**src/rtl/clz_normalizer.sv**
```systemverilog
// Iterative count-leading-zeros/ones and left-normalize: 16/8/4/2/1 binary search, one step per cycle.
// Optional macro CLZ_EARLY_EXIT_EN: single-cycle result when the leading run is 0 or 32.
module clz_normalizer #(
   parameter logic MODE_CLZ = 1'b0,
   parameter logic MODE_CLO = 1'b1
) (
   input  logic        clk,
   input  logic        rst_n,
   input  logic        in_valid,
   output logic        in_ready,
   input  logic [31:0] D,
   input  logic        MODE,
   output logic        out_valid,
   input  logic        out_ready,
   output logic [5:0]  CNT,
   output logic [31:0] N
);

   typedef enum logic [1:0] {IDLE, STEP, DONE} state_t;

   state_t      state_q, state_d;
   logic [31:0] w_q, w_d;
   logic        lead_q, lead_d;
   logic [5:0]  cnt_q, cnt_d;
   logic [2:0]  k_q, k_d;
   logic [5:0]  cnt_out_q, cnt_out_d;
   logic [31:0] n_out_q, n_out_d;

   logic        lead_in;
   logic [4:0]  field_match;
   logic [4:0]  step_amt;
   logic [31:0] step_w;
   logic [5:0]  step_cnt;

   always_comb begin
      case (MODE)
         MODE_CLO: lead_in = 1'b1;
         MODE_CLZ: lead_in = 1'b0;
         default:  lead_in = 1'b0;
      endcase
   end

   // field_match[gi]: the top 2^gi bits of W all equal the lead bit.
   generate
      for (genvar gi = 0; gi < 5; gi++) begin : g_field
         assign field_match[gi] = &(~(w_q[31 -: (1 << gi)] ^ {(1 << gi){lead_q}}));
      end
   endgenerate

   assign step_amt = 5'd1 << k_q;
   assign step_w   = field_match[k_q] ? (w_q << step_amt) : w_q;
   assign step_cnt = field_match[k_q] ? (cnt_q + {1'b0, step_amt}) : cnt_q;

   always_comb begin
      state_d   = state_q;
      w_d       = w_q;
      lead_d    = lead_q;
      cnt_d     = cnt_q;
      k_d       = k_q;
      cnt_out_d = cnt_out_q;
      n_out_d   = n_out_q;
      case (state_q)
         IDLE: begin
            if (in_valid) begin
               w_d     = D;
               lead_d  = lead_in;
               cnt_d   = 6'd0;
               k_d     = 3'd4;
               state_d = STEP;
`ifdef CLZ_EARLY_EXIT_EN
               if (D[31] != lead_in) begin
                  state_d   = DONE;
                  cnt_out_d = 6'd0;
                  n_out_d   = D;
               end else if (D == {32{lead_in}}) begin
                  state_d   = DONE;
                  cnt_out_d = 6'd32;
                  n_out_d   = 32'd0;
               end
`endif
            end
         end
         STEP: begin
            w_d   = step_w;
            cnt_d = step_cnt;
            k_d   = k_q - 3'd1;
            if (k_q == 3'd0) begin
               state_d = DONE;
               k_d     = 3'd4;
               // Greedy search saturates at 31; a still-matching top bit means the run was 32.
               if (step_w[31] == lead_q) begin
                  cnt_out_d = 6'd32;
                  n_out_d   = 32'd0;
               end else begin
                  cnt_out_d = step_cnt;
                  n_out_d   = step_w;
               end
            end
         end
         DONE: begin
            if (out_ready) state_d = IDLE;
         end
         default: state_d = IDLE;
      endcase
   end

   always_ff @(posedge clk) begin
      if (!rst_n) begin
         state_q   <= IDLE;
         w_q       <= 32'd0;
         lead_q    <= 1'b0;
         cnt_q     <= 6'd0;
         k_q       <= 3'd4;
         cnt_out_q <= 6'd0;
         n_out_q   <= 32'd0;
      end else begin
         state_q   <= state_d;
         w_q       <= w_d;
         lead_q    <= lead_d;
         cnt_q     <= cnt_d;
         k_q       <= k_d;
         cnt_out_q <= cnt_out_d;
         n_out_q   <= n_out_d;
      end
   end

   assign in_ready  = (state_q == IDLE);
   assign out_valid = (state_q == DONE);
   assign CNT       = cnt_out_q;
   assign N         = n_out_q;

endmodule

```
**config.mk**
```make
export PLATFORM = sky130hd
export DESIGN_NAME = clz_normalizer
export DESIGN_NICKNAME = d
export VERILOG_FILES = /design/src/rtl/clz_normalizer.sv
export SDC_FILE = /design/constraint.sdc
export NUM_CORES = 1
export LEC_CHECK = 0
export ABC_AREA = 1
export CAP_MARGIN = 10
export CORE_UTILIZATION = 60
export DETAILED_ROUTE_END_ITERATION = 16
export HOLD_SLACK_MARGIN = 0.15
export PLACE_DENSITY = 0.95
export REMOVE_ABC_BUFFERS = 1
export SLEW_MARGIN = 20
export SYNTH_ARGS = -nofsm -noshare
export SYNTH_HDL_FRONTEND = slang
export SYNTH_SLANG_ARGS = --single-unit
```
**constraint.sdc**
```tcl
create_clock -name clk -period 4.6 [get_ports clk]
set_clock_uncertainty 0.05 [all_clocks]
set_input_delay 0.92 -clock clk [delete_from_list [all_inputs] [get_ports clk]]
set_output_delay 0.92 -clock clk [all_outputs]
set_load 0.02 [all_outputs]
```
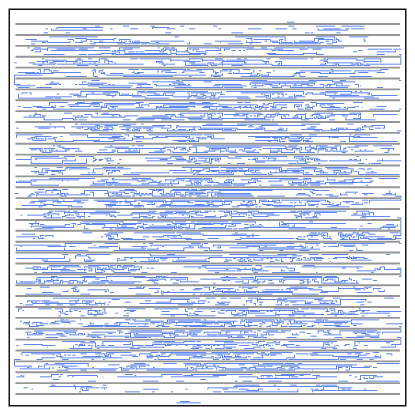
m1.png
Drawn at 4 px/micron. Supply wires on this layer in gray.
955 nets have wire on it. The layer carries 7,670 microns of wire. The layer holds 41% of the routed length. The longest straight run is 36.6 microns. The wires run mostly horizontal.

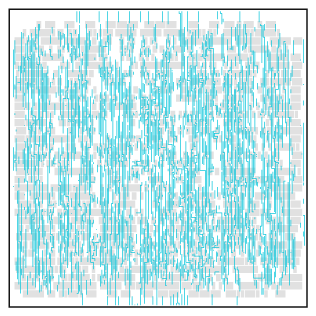
m2.png
Drawn at 3 px/micron.
805 nets have wire on it. The longest straight run is 55.9 microns.

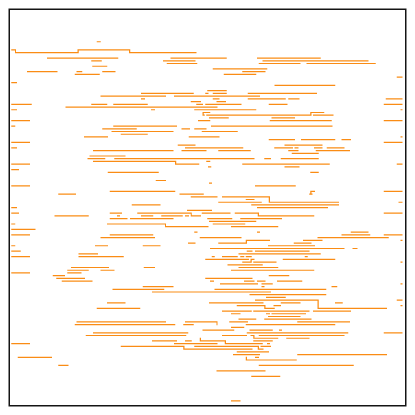
m3.png
Drawn at 4 px/micron.
163 nets have wire on it. The wires run mostly horizontal. The layer holds 12% of the routed length. The longest straight run is 37.7 microns. The layer carries 2,210 microns of wire.

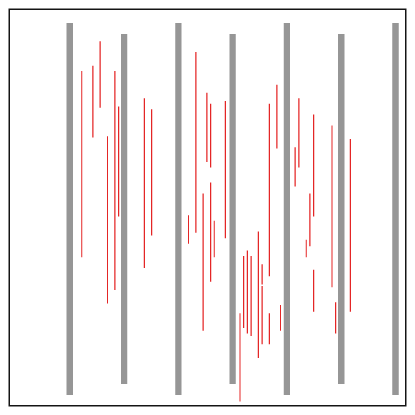
m4.png
Drawn at 4 px/micron. Supply wires on this layer in gray.
The layer holds 4.4% of the routed length. The wires run mostly vertical. The longest straight run is 54.4 microns. 30 nets have wire on it. The layer carries 834 microns of wire.

==> flow_summary.toml <==
# yosys + openroad results
[run_status]
status = "complete, no violations"

[die]
die_h_microns = 98.72
fp-utilization_pct = 63.13
ios = 77
rows = 34
core_area_sq_mm = 0.008891
dieWidth_microns = 98.72

[power]
power.density_mw_per_mm2 = 305.7
vdd_ir_drop_max_uv = 217.6
p_sw_mw = 0.7924
seq_power_share_pct = 39.9
clockPowerShare_pct = 27.1
p_comb_share_pct = 33.0

[clock_network]
clk_pin_slew_ns = 0.10
clkSinkCount = 82
ctsLongestPathBuffers = 2

[layout]
syn2layout_area_growth_pct = 16.23
n_fill_cell = 817
layout_top_cells = "nand2_1, nand3_1, dfxtp_1, clkdlybuf4s50_1, a21oi_1"
fin_nets = 1033
lay_top_count = "nand2_1"
layout-drive-gt1-share_pct = 5.528

[global_routing]
grt_pass1_wl_mm = 30.15
grt_max_degree = 53
grtUsageTotal_pct = 39.22

[drt]
ant_nets = 0
dr.first_iter.drc_count = 875

[yosys]
fa_ha_area_share_pct = 1.337
ys_area_sq_mm = 0.005613
ys_seq_share_pct = 29.25
syn_area_per_cell_sq_um = 5.946
syn_area_sq_mm = 0.005613
ys_cells = 944

[placed_design]
dp_hpwl_mm = 12.90

[timing]
period_used_pct = 79.48
fin_tns_setup_ns = 0
final.setup.worst_slack_ns = 0.9441
relSlewSlack_pct = 40.43

[run]
warning_count = 26

[worst_setup_path]
worstPathCellList = "nor2_2 -> nand2_2 -> buf_4 -> nand2_1 -> nand2_1 -> inv_1 -> nand2_1 -> nand3_1 -> nand3_1 -> nand3_1 -> nand3_1 -> ha_1 -> nor2_4 -> buf_4 -> nand3_1 -> a21oi_1"
path_common_cell = "nand3_1"
start_kind = "flop"

[worst_hold_path]
hold-path-cell-count = 2
hold_path.class = "flop to flop"
## power groups by stage
stage / sequential [mW] / clock, mW / combinational [mW]
after floorplan: 0.794 / 0 / 0.426
after global placement: 0.807 / 0 / 0.626
after detailed placement: 0.809 / 0 / 0.631
after CTS: 0.792 / 0.540 / 0.636
after global routing: 0.799 / 0.576 / 0.718
final: 0.795 / 0.541 / 0.658
## worst max-delay path, delay by kind of cell, from the launching register on
| family | cells | cell delay [ns] |
|---|---|---|
| buf+inv | 3 | 0.70 |
| flops | 1 | 0.47 |
| simple gates | 11 | 1.87 |
| compound gates | 1 | 0.15 |
| fa+ha+maj | 1 | 0.33 |
## cell families (layout without fill, tap and decap cells)
family	count (synthesis)	in the layout
simple gates	577	577
compound gates	149	149
buf+inv	128	179
flops	82	82
fa+ha+maj	6	6
xor+xnor	2	2
## state kept, by name, indices dropped and copies added (netlist names)
| signal | count |
|---|---|
| state_q | 2 |
| k_q | 3 |
| lead_q | 1 |
| cnt_q | 6 |
| N | 32 |
| w_q | 32 |
| CNT | 6 |
## final timing paths
check | to | startpoint | slack, ns
setup / recovery | N[0] | k_q[1] | 0.94
hold / removal | CNT[1] | CNT[1] | 0.42
setup reg to reg | N[0] | k_q[1] | 0.94
hold reg to reg | CNT[1] | CNT[1] | 0.42
## synthesized netlist by cell type (2+ instances only)
cell type  number  area share (%)
inv_2           6            0.40
o21ai_0        38             3.4
buf_1           3            0.20
clkbuf_1       24             1.6
dfxtp_1        82              29
a21oi_1        71             6.3
nand3_1       195              17
nand2_1       296              20
o21ai_1        25             2.2
buf_2          17             1.5
o22ai_1         2            0.22
nand4_1        12             1.3
nor2_2          4            0.45
buf_6           5             1.0
inv_1          63             4.2
buf_4           8             1.1
xor2_1          2            0.31
a22o_1          3            0.47
a31oi_1         7            0.78
nor2_1         53             3.5
or2_2           3            0.33
nor2_4          3            0.60
ha_1            6             1.3
and2_1          2            0.22
or2_1           3            0.33
## area by class of cell
class	count	area [sq um]	share of cell area, %
well taps	108	135.1	2.071
clock buffers	10	127.6	1.956
flip-flops and latches	82	1642	25.16
repair buffers	92	880.8	13.50
multi-input cells	734	3402	52.15
inverters	71	269.0	4.124
clock inverters	6	67.56	1.036
## per-stage QoR
| step | cells | power (mW) | area, sq um | utilization, % | hold WS (ns) |
|---|---|---|---|---|---|
| 3_3_place_gp | 1087 | 1.434 | 6329 | 71.18 | 0.4016 |
| 3_5_place_dp | 1087 | 1.440 | 6329 | 71.18 | 0.4059 |
| 5_1_grt | 1103 | 2.093 | 6524 | 73.37 | 0.4373 |
| 2_1_floorplan | 887 | 1.221 | 5310 | - | 0.4032 |
| 4_1_cts | 1103 | 1.968 | 6524 | 73.37 | 0.4196 |
| 6_report | 1103 | 1.994 | 6524 | 73.37 | 0.4167 |
## per-layer routing
| metal | track usage (%) | share of wire, % |
|---|---|---|
| met4 | 18.60 | 4.4 |
| met3 | 7.447 | 12 |
| met2 | 60.29 | 43 |
| met1 | 53.08 | 41 |
| met5 | 0 | 0 |
Power and IR drop assume default switching activity.
